`src/rtl/kd11a_upp_seq_if.sv`:
```
// rtl/kd11a_upp_seq_if.sv - micro-PC sequencer signal bundle
//
// Purpose: groups the microword, branch, trap and console signals of the
//          KD11-A micro-PC sequencer so they travel as one port.
// Ports (signals of the bundle):
//   clk_u          micro-step strobe (one clk wide)
//   upf[7:0]       next-address field of the current microword
//   ubc[7:0]       base-board branch conditions
//   eubc[8:0]      KE11-E branch conditions; [8] requests EIS ROM entry
//   p_clk_upp8     strobe that returns UPP[8] to the base ROM
//   trap_req       trap request pulse
//   ext_p_clr_trap pending-trap clear
//   hold           console hold
//   eupp[8:0]      current micro-PC {UPP8, UPP[7:0]}
//   pupp[8:0]      micro-PC before the last advance
//   trap_pend      trap pending flag
//   eis_cnt        saturating count of micro-steps spent in the EIS ROM
// Modports: master drives the inputs and observes the outputs,
//           slave is the sequencer itself.
interface kd11a_upp_seq_if #(
  parameter int CNT_W = 8
);
  logic             clk_u;
  logic [7:0]       upf;
  logic [7:0]       ubc;
  logic [8:0]       eubc;
  logic             p_clk_upp8;
  logic             trap_req;
  logic             ext_p_clr_trap;
  logic             hold;
  logic [8:0]       eupp;
  logic [8:0]       pupp;
  logic             trap_pend;
  logic [CNT_W-1:0] eis_cnt;

  modport master (
    output clk_u, upf, ubc, eubc, p_clk_upp8, trap_req, ext_p_clr_trap, hold,
    input  eupp, pupp, trap_pend, eis_cnt
  );

  modport slave (
    input  clk_u, upf, ubc, eubc, p_clk_upp8, trap_req, ext_p_clr_trap, hold,
    output eupp, pupp, trap_pend, eis_cnt
  );
endinterface

```
`src/rtl/kd11a_upp_seq.sv`:
```
// rtl/kd11a_upp_seq.sv - KD11-A micro-PC sequencer with KE11-E EIS bank select
//
// Purpose: holds the 9-bit micro-PC. UPP[8] selects the EIS ROM bank and
//          UPP[7:0] is the ROM address. Each micro-step the next address is
//          the OR of the microword next-address field, the base-board branch
//          conditions and the KE11-E branch conditions. A pending trap forces
//          TRAP_ADDR; console hold freezes the address.
// Ports:
//   i_clk     system clock
//   i_reset   asynchronous active-low reset, released synchronously upstream
//   bus       kd11a_upp_seq_if.slave (see interface file for signal list)
// All outputs come straight from registers.
module kd11a_upp_seq #(
  parameter logic [7:0] RESET_ADDR = 8'o000,
  parameter logic [7:0] TRAP_ADDR  = 8'o016,
  parameter int         CNT_W      = 8
) (
  input  logic             i_clk,
  input  logic             i_reset,
  kd11a_upp_seq_if.slave   bus
);

  logic [8:0]       r_eupp;
  logic [8:0]       r_pupp;
  logic             r_trap_pend;
  logic [CNT_W-1:0] r_eis_cnt;

  logic             w_adv;
  logic             w_take_trap;
  logic [7:0]       w_or_addr;
  logic             w_upp8_nxt;
  logic             w_eis_entry;
  logic             w_cnt_sat;

  // A micro-step only happens when the strobe is not swallowed by hold;
  // a strobe seen under hold is simply dropped.
  assign w_adv       = bus.clk_u & ~bus.hold;
  assign w_take_trap = w_adv & r_trap_pend;

  // Pure OR of the three sources; the field is 8 bits so no carry/wrap.
  assign w_or_addr   = bus.upf | bus.ubc | bus.eubc[7:0];

  // UPP[8] is sticky once set by eubc[8]; the return strobe beats the set.
  assign w_upp8_nxt  = (r_eupp[8] | bus.eubc[8]) & ~bus.p_clk_upp8;

  // Entering the EIS bank restarts the step counter.
  assign w_eis_entry = w_adv & ~r_trap_pend & ~r_eupp[8] & w_upp8_nxt;
  assign w_cnt_sat   = &r_eis_cnt;

  // Micro-PC and console copy
  always_ff @(posedge i_clk or negedge i_reset) begin
    if (!i_reset) begin
      r_eupp <= {1'b0, RESET_ADDR};
      r_pupp <= 9'd0;
    end else if (w_adv) begin
      r_pupp <= r_eupp;
      if (r_trap_pend) begin
        // Trap entry always lands in the base ROM and ignores branches.
        r_eupp <= {1'b0, TRAP_ADDR};
      end else begin
        r_eupp <= {w_upp8_nxt, w_or_addr};
      end
    end else if (bus.p_clk_upp8) begin
      // Return-to-base works even while held or between micro-steps.
      r_eupp[8] <= 1'b0;
    end
  end

  // Trap pending flag: clear has priority; a request that coincides with
  // the step consuming the flag re-arms it rather than being lost.
  always_ff @(posedge i_clk or negedge i_reset) begin
    if (!i_reset) begin
      r_trap_pend <= 1'b0;
    end else if (bus.ext_p_clr_trap) begin
      r_trap_pend <= 1'b0;
    end else if (bus.trap_req) begin
      r_trap_pend <= 1'b1;
    end else if (w_take_trap) begin
      r_trap_pend <= 1'b0;
    end
  end

  // EIS micro-step counter: counts steps taken from the EIS bank, saturates.
  always_ff @(posedge i_clk or negedge i_reset) begin
    if (!i_reset) begin
      r_eis_cnt <= '0;
    end else if (w_adv) begin
      if (w_eis_entry) begin
        r_eis_cnt <= '0;
      end else if (r_eupp[8] && !w_cnt_sat) begin
        r_eis_cnt <= r_eis_cnt + 1'b1;
      end
    end
  end

  assign bus.eupp      = r_eupp;
  assign bus.pupp      = r_pupp;
  assign bus.trap_pend = r_trap_pend;
  assign bus.eis_cnt   = r_eis_cnt;

endmodule
```
`src/flat_wrapper.sv`:
```
// flat-port wrapper written by rule: the top's interface ports become plain ports
module kd11a_upp_seq_flat 
#(
  parameter logic [7:0] RESET_ADDR = 8'o000,
  parameter logic [7:0] TRAP_ADDR  = 8'o016,
  parameter int         CNT_W      = 8
)
  (i_clk, i_reset, bus_clk_u, bus_upf, bus_ubc, bus_eubc, bus_p_clk_upp8, bus_trap_req, bus_ext_p_clr_trap, bus_hold, bus_eupp, bus_pupp, bus_trap_pend, bus_eis_cnt);
  kd11a_upp_seq_if #(.CNT_W(CNT_W)) bus_i ();
  input  logic i_clk;
  input  logic i_reset;
  input wire logic [$bits(bus_i.clk_u)-1:0] bus_clk_u;
  input wire logic [$bits(bus_i.upf)-1:0] bus_upf;
  input wire logic [$bits(bus_i.ubc)-1:0] bus_ubc;
  input wire logic [$bits(bus_i.eubc)-1:0] bus_eubc;
  input wire logic [$bits(bus_i.p_clk_upp8)-1:0] bus_p_clk_upp8;
  input wire logic [$bits(bus_i.trap_req)-1:0] bus_trap_req;
  input wire logic [$bits(bus_i.ext_p_clr_trap)-1:0] bus_ext_p_clr_trap;
  input wire logic [$bits(bus_i.hold)-1:0] bus_hold;
  output wire logic [$bits(bus_i.eupp)-1:0] bus_eupp;
  output wire logic [$bits(bus_i.pupp)-1:0] bus_pupp;
  output wire logic [$bits(bus_i.trap_pend)-1:0] bus_trap_pend;
  output wire logic [$bits(bus_i.eis_cnt)-1:0] bus_eis_cnt;
  assign bus_i.clk_u = bus_clk_u;
  assign bus_i.upf = bus_upf;
  assign bus_i.ubc = bus_ubc;
  assign bus_i.eubc = bus_eubc;
  assign bus_i.p_clk_upp8 = bus_p_clk_upp8;
  assign bus_i.trap_req = bus_trap_req;
  assign bus_i.ext_p_clr_trap = bus_ext_p_clr_trap;
  assign bus_i.hold = bus_hold;
  assign bus_eupp = bus_i.eupp;
  assign bus_pupp = bus_i.pupp;
  assign bus_trap_pend = bus_i.trap_pend;
  assign bus_eis_cnt = bus_i.eis_cnt;
  kd11a_upp_seq #(.RESET_ADDR(RESET_ADDR), .TRAP_ADDR(TRAP_ADDR), .CNT_W(CNT_W)) u_core (.i_clk(i_clk), .i_reset(i_reset), .bus(bus_i));
endmodule
```
`config.mk`:
```
export PLATFORM = sky130hd
export DESIGN_NAME = kd11a_upp_seq_flat
export DESIGN_NICKNAME = d
export VERILOG_FILES = /design/src/rtl/kd11a_upp_seq_if.sv /design/src/rtl/kd11a_upp_seq.sv /design/src/flat_wrapper.sv
export SDC_FILE = /design/constraint.sdc
export NUM_CORES = 1
export LEC_CHECK = 0
export CAP_MARGIN = 20
export CORE_MARGIN = 2
export CORE_UTILIZATION = 35
export CTS_CLUSTER_DIAMETER = 40
export CTS_CLUSTER_SIZE = 14
export DETAILED_ROUTE_END_ITERATION = 12
export GPL_TIMING_DRIVEN = 0
export PLACE_DENSITY = 0.74
export SLEW_MARGIN = 5
export SYNTH_ARGS = -nofsm -noshare
export SYNTH_HDL_FRONTEND = slang
export SYNTH_SLANG_ARGS = --single-unit
export TNS_END_PERCENT = 10
```
`constraint.sdc`:
```
create_clock -name i_clk -period 1.45 [get_ports i_clk]
set_clock_uncertainty 0.1 [all_clocks]
set_input_delay 0.29 -clock i_clk [delete_from_list [all_inputs] [get_ports i_clk]]
set_output_delay 0.29 -clock i_clk [all_outputs]
set_load 0.005 [all_outputs]
```
==> results.cfg <==
; implementation run metrics
[outcome]
status = finished, violations left
violations = negative setup slack

[placed_design]
pre_cts_slack_ns = -0.362
routabilityCongestion = 0.753
place_hpwl_mm = 2.52

[yosys]
synth_cell_type_count = 26
synth_top_area_share_pct = 57.2
area_leaders = dfrtp_1 (57%), nand2_1 (12%), o31ai_1 (5.1%)
synth-adder-area-share_pct = 1.06
most_common_cell = nand2_1
ys_sh_simple_pct = 22.8
yosys_warnings = 0
synth_area_mm2 = 0.00118
ys_cells = 122
top_cells_by_count = nand2_1 (39), dfrtp_1 (27), o31ai_1 (8), nor3_1 (6)
yosys_most_used_dff = dfrtp_1
ys.flops = 27

[drt]
routed.top_layer = met4
dr.pass1.iters = 4
wl_mm = 3.47
dr.first_iter.drc_count = 60
routedWlPerCell_um = 13.8
drt-met1-wl_mm = 1.40
vias = 1227
post-route-drc-count = 0
antenna_left = 0

[die]
die_x_um = 62.1
rows = 21
die-height_um = 62.1
design.core.area_mm2 = 0.00328

[clock_network]
clk_pin_slew_ns = 0.14
cts_htree_levels = 1
cts_setup_buffers = 15
numClockSinks = 27
cts_buffer_depth = 2

[sta]
hold_ws_ns = 0.231
fin_crit_ns = 1.50
worst_slack_ns = -0.0538
min_period_over_period_pct = 104
worst_pin_slew_ns = 0.632
setup_viol = 8

[power_and_ir_drop]
p_seq_share_pct = 50.2
comb_power_w = 0.000588
power_switching_w = 0.000530
power-top-group = sequential cells
power.density_mw_per_mm2 = 894
irDropWorstVdd_v = 0.000324
pwr-share-clk_pct = 17.8
p_clk_w = 0.000328
p_sw_share_pct = 28.8
power_w = 0.00184

[finish]
fin_util_pct = 62.7
fin_nets = 239
most-common-layout-cells = nand2_1 (39), clkdlybuf4s50_1 (31), dfrtp_1 (25)
fin_area_mm2 = 0.00206

[setup_path]
worst-path-buf-inv = 2
crit_path_cell_trace = buf_4 > buf_4 > nand3_2 > nor4_2 > mux2i_1
cpPeakStageDelay_ns = 0.43

[grt]
first_global_vias = 1157
grt_pass1_wl_mm = 5.40
grt_overflow_total = 0

[worst_hold_path]
hp-class = in2async

[flow_run]
tool_warnings = 29
[cell type report]
class / instances / area, um^2
fill: 285 / 1230
timing repair buffer: 79 / 717
sequential: 27 / 678
multi-input combinational: 87 / 537
tap: 46 / 57.6
buffer: 6 / 35.0
clock buffer: 4 / 26.3
inverter: 2 / 7.51
[final timing paths]
check	end	cells past startpoint	from
worst max-delay path	u_core.bus.eis_cnt[7]	5	u_core.bus.eis_cnt[0]
worst min-delay path	u_core.bus.eis_cnt[1]	1	i_reset
worst max register to register	u_core.bus.eis_cnt[7]	5	u_core.bus.eis_cnt[0]
worst min register to register	u_core.bus.pupp[6]	2	u_core.bus.pupp[6]
max in group asynchronous	u_core.bus.eupp[8]	2	i_reset
min in group i_clk	u_core.bus.trap_pend	2	bus_ext_p_clr_trap
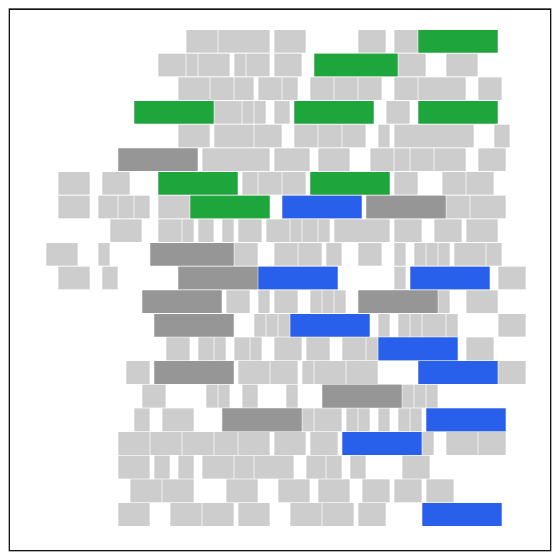
Fig. 1. Sequential cells colored by netlist name.
Other sequential cells in the stronger gray, the rest of the logic in the fainter gray.
Key: u_core.bus.pupp = blue [sequential cells 9]; u_core.bus.eis_cnt = green [sequential cells 8]
Another 10 sequential cells are not colored.

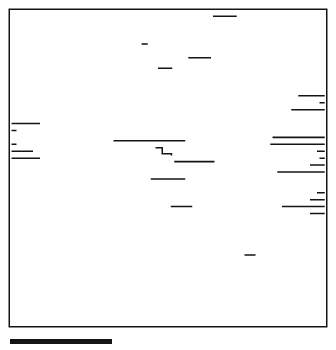
Fig. 2. Met3 routing.
Scale bar: 20 um.
The layer holds 3.6% of the routed length. The layer carries 126 um of wire. The longest straight run is 13.8 um.

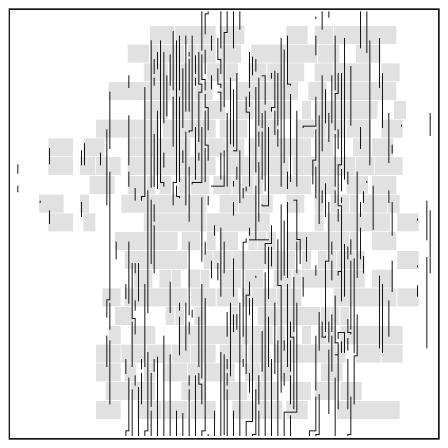
Fig. 3. Metal 2.
Cells faint in the background.
The layer holds 54% of the routed length. The longest straight run is 23.6 um. 210 nets have wire on it. The layer carries 1880 um of wire. The wires run mostly vertical.

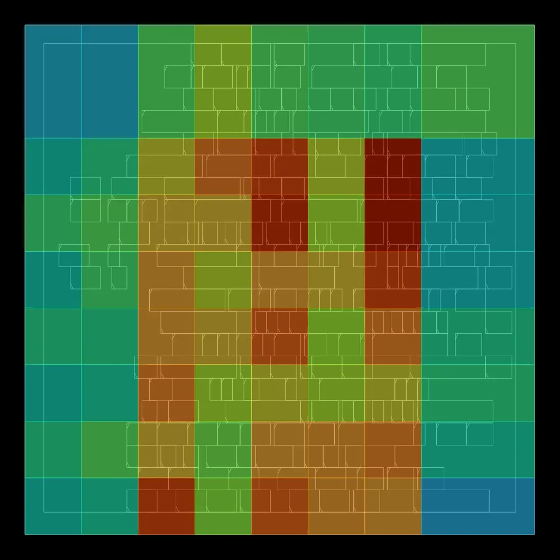
Fig. 4. Routing congestion.
met1 track demand over resource: 25.5%
met3 Resource Use GR: 1.86%
GR Util met2: 32.7%

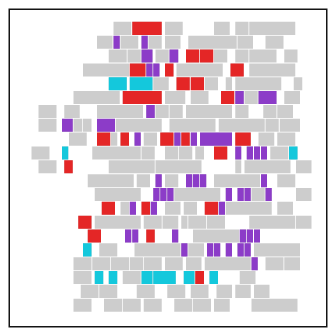
Fig. 5. Gate families picked out.
Key: NAND gates = purple [cells 47, most used nand2_1]; NOR gates = cyan [cells 11, most used nor3_1]; inverting AOI/OAI gates = red [cells 24, most used o31ai_1]
non-filler cells in the finished layout: 251
most frequent logic cell in the layout: nand2_1
logic share of the area: 26.1%

Power and IR drop assume default switching activity.
